File: config.mk
export PLATFORM = sky130hd
export DESIGN_NAME = decodificador_funcionalidade
export DESIGN_NICKNAME = d
export VERILOG_FILES = /design/src/rtl/decodificador_funcionalidade.sv
export SDC_FILE = /design/constraint.sdc
export NUM_CORES = 1
export LEC_CHECK = 0
export CELL_PAD_IN_SITES_DETAIL_PLACEMENT = 0
export CELL_PAD_IN_SITES_GLOBAL_PLACEMENT = 1
export CORE_MARGIN = 5
export CORE_UTILIZATION = 35
export DETAILED_ROUTE_END_ITERATION = 10
export GPL_TIMING_DRIVEN = 0
export HOLD_SLACK_MARGIN = 0.02
export PLACE_DENSITY = 0.7
export SLEW_MARGIN = 20
export SYNTH_ARGS = -nofsm -noshare
export SYNTH_HDL_FRONTEND = slang
export SYNTH_SLANG_ARGS = --single-unit
File: constraint.sdc
create_clock -name clk -period 5 [get_ports clk]
set_input_delay 0.75 -clock clk [delete_from_list [all_inputs] [get_ports clk]]
set_output_delay 0.75 -clock clk [all_outputs]
set_load 0.005 [all_outputs]
File: src/rtl/decodificador_funcionalidade.sv
// Sequential 3-bit functionality-code decoder: drives one of seven one-hot select
// lines for HOLD_CYCLES cycles after a code is accepted; flags code 000 and supports abort.
module decodificador_funcionalidade #(
  parameter int HOLD_CYCLES = 4
) (
  input  logic       clk,
  input  logic       rst_n,
  input  logic [2:0] cf_in,
  input  logic       cf_valid,
  output logic       cf_ready,
  input  logic       abort,
  output logic [6:0] sel_out,
  output logic       busy,
  output logic       done,
  output logic       err,
  output logic [1:0] state_dbg
);

  typedef enum logic [1:0] {
    S_IDLE   = 2'd0,
    S_ACTIVE = 2'd1,
    S_DONE   = 2'd2
  } state_t;

  localparam logic [7:0] LOAD_VAL = 8'(HOLD_CYCLES - 1);

  state_t     state_q, state_d;
  logic [7:0] cnt_q, cnt_d;
  logic [6:0] sel_q, sel_d;
  logic       err_q, err_d;
  logic [2:0] idx;
  logic [6:0] onehot;

  // Encoder bit order is reversed relative to the select index.
  always_comb begin
    idx    = {cf_in[0], cf_in[1], cf_in[2]};
    onehot = 7'd0;
    case (idx)
      3'd1:    onehot = 7'b0000001;
      3'd2:    onehot = 7'b0000010;
      3'd3:    onehot = 7'b0000100;
      3'd4:    onehot = 7'b0001000;
      3'd5:    onehot = 7'b0010000;
      3'd6:    onehot = 7'b0100000;
      3'd7:    onehot = 7'b1000000;
      default: onehot = 7'd0;
    endcase
  end

  // Handshake: a code transfers on an edge with cf_valid && cf_ready; cf_ready
  // depends only on state (IDLE) so there is no path from cf_valid to cf_ready.
  always_comb begin
    state_d = state_q;
    cnt_d   = cnt_q;
    sel_d   = sel_q;
    err_d   = 1'b0;
    case (state_q)
      S_IDLE: begin
        if (cf_valid) begin
          if (idx != 3'd0) begin
            sel_d   = onehot;
            cnt_d   = LOAD_VAL;
            state_d = S_ACTIVE;
          end else begin
            err_d = 1'b1;
          end
        end
      end
      S_ACTIVE: begin
        if (abort) begin
          sel_d   = 7'd0;
          cnt_d   = 8'd0;
          state_d = S_IDLE;
        end else if (cnt_q == 8'd0) begin
          sel_d   = 7'd0;
          state_d = S_DONE;
        end else begin
          cnt_d = cnt_q - 8'd1;
        end
      end
      S_DONE: begin
        sel_d   = 7'd0;
        state_d = S_IDLE;
      end
      default: begin
        sel_d   = 7'd0;
        cnt_d   = 8'd0;
        state_d = S_IDLE;
      end
    endcase
  end

  always_ff @(posedge clk or negedge rst_n) begin
    if (!rst_n) begin
      state_q <= S_IDLE;
      cnt_q   <= 8'd0;
      sel_q   <= 7'd0;
      err_q   <= 1'b0;
    end else begin
      state_q <= state_d;
      cnt_q   <= cnt_d;
      sel_q   <= sel_d;
      err_q   <= err_d;
    end
  end

  assign cf_ready  = (state_q == S_IDLE);
  assign busy      = (state_q == S_ACTIVE) || (state_q == S_DONE);
  assign done      = (state_q == S_DONE);
  assign err       = err_q;
  assign sel_out   = sel_q;
  assign state_dbg = state_q;

endmodule

Fig. 1: metal 1
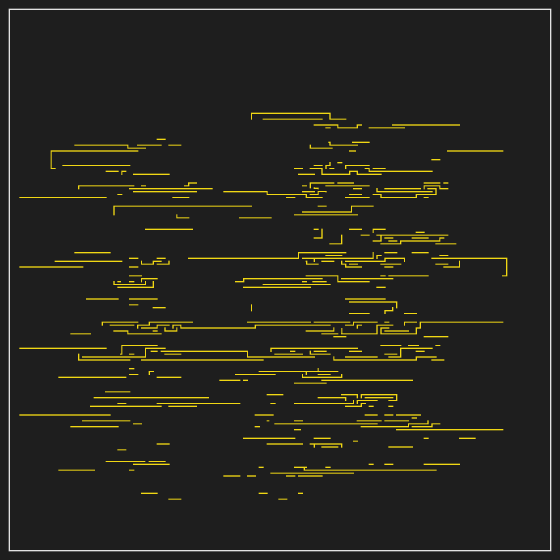
- main direction: horizontal
- longest straight run: 16.1 um
- share of all routed wire: 44%
- wire length on this layer: 985 um
- nets with wire on the layer: 120
final WL: 2220 um
GR Layer Usage met1: 14.5%

Fig. 2: placement by cell class
Fill, decap, tap and diode cells in grey.
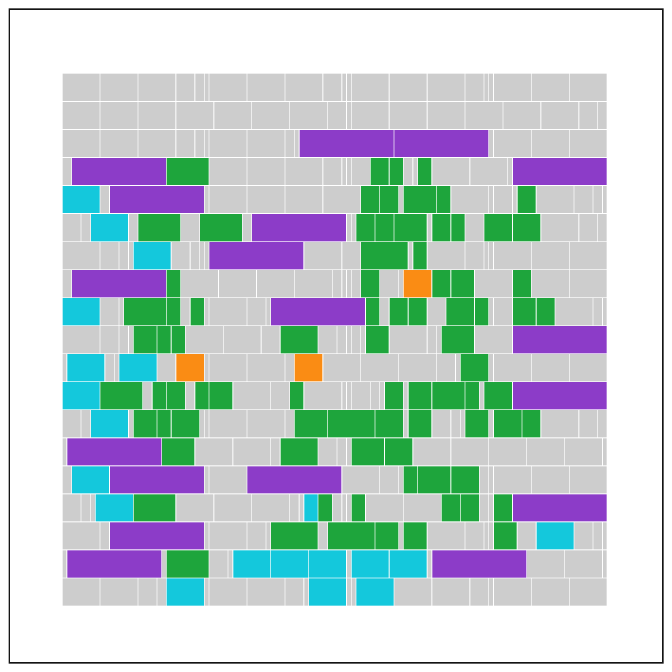
- orange: clock drivers (cells 3; share of their area 1.9%)
- cyan: remaining buffers and delay cells (cells 20; share of their area 16%)
- green: combinational and other logic (cells 82; share of their area 45%)
- purple: sequential cells (cells 18; share of their area 37%)
fin util: 45.5%
CORE AREA: 2730 um2
Finished Cell Area: 1240 um2

==> impl_metrics.tcl <==
# metrics dict for downstream scripts
set metrics [dict create \
    status "finished clean" \
    synthMuxAreaShare_pct 9.95 \
    cp-end-kind "flop" \
    place_hpwl_um 1680 \
    ys_sh_aoi_pct 16.5 \
    rr_startpoint "cnt_q[2]" \
    chip_area_um2 4000 \
    xor_share_pct 0 \
    post_cts_buffers 0 \
    clock-sinks 18 \
    fp_util_pct 36.3 \
    hold_class "flop to flop" \
    crit_type "input port to flop" \
    ctsHoldBuffers 0 \
    dpl.cell_count 151 \
    postSynth.asyncResetShare_pct 100 \
    worst_path_dominant_cell_family "AND-OR/OR-AND gates" \
    drtAntennaViolNets 0 \
    cts_max_path_buffers 2 \
    synth_cell_types 32 \
    routed_via_density 5.52 \
    maxSlewHeadroom_pct 44.4 \
    finalMaxSlewViolations 0 \
    cts_resized 0 \
    grt_pass1_vias 886 \
    max_freq_ghz 0.399 \
    top_area_cell "dfrtp_1" \
]
Fig. 3: signal metal coverage by tile
Bar = 20 um. 13 x 13 tiles, from dark blue (low) to red (high), scaled to the fullest tile. Values are wire area over tile area, all layers added.
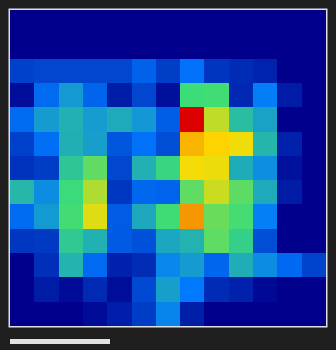
- emptiest ninth of the die: top right
- nearly empty tiles: 30%
- mean over tiles: 0.088

Fig. 4: the metal 3 layer
Bar = 20 um.
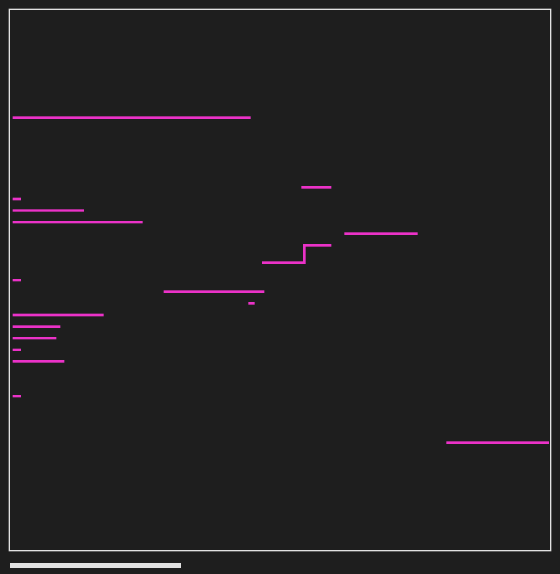
- share of all routed wire: 5.6%
- main direction: horizontal
- wire length on this layer: 124 um
- nets with wire on the layer: 15
grt met3 use: 4.62%
via count: 850

## path summary, 6_finish.rpt
| check | to | slack (ps) | cells after the start |
|---|---|---|---|
| min in group asynchronous | cnt_q[6] | 910 | 1 |
| min | sel_out[3] | 520 | 1 |
| max in group asynchronous | sel_out[2] | 3570 | 1 |
| min reg2reg | sel_out[3] | 520 | 1 |
| max reg2reg | sel_out[6] | 2730 | 4 |
| max | cnt_q[2] | 2490 | 5 |
## worst reg2reg max path: cells and delay by family (launching register included)
kind / cells / cell delay [ps]
compound gates: 2 / 640
flops: 1 / 460
mux: 1 / 390
simple gates: 1 / 670
## per-layer routing
layer	GRT usage, %	routed length [um]	up-vias
met2	20.1	1090	20
met5	0	0	-
met1	14.5	984	404
li1	-	-	424
met3	4.62	124	2
met4	4.42	21	0
## cell type report
class	count	area (um2)	share of cell area, %
clock buffer	3	22.5	1.81
multi-input combinational	76	517	41.5
buffer	1	3.75	0.302
sequential	18	450	36.2
inverter	6	22.5	1.81
tap	31	38.8	3.12
timing repair buffer	19	190	15.3
## where the power goes
group          leakage (nW)  internal, W  switching [W]
clock network        0.0138    0.0000280      0.0000461
registers             0.241     0.000185      0.0000331
logic                 0.295     0.000158       0.000172
## metrics by stage
stage | worst slack [ps] | hold WS [ps]
6_report | 2490 | 519
5_1_grt | 2320 | 544
4_1_cts | 2520 | 526
3_5_place_dp | 2190 | 495
3_3_place_gp | 2230 | 492
2_1_floorplan | 3000 | 454
## sequential cells by signal (all words and copies together), names as in the netlist
| name | flops |
|---|---|
| cnt_q | 8 |
| sel_out | 7 |
| err | 1 |
| state_dbg | 2 |
No activity file was given, so power comes from the tool's default toggle rates.
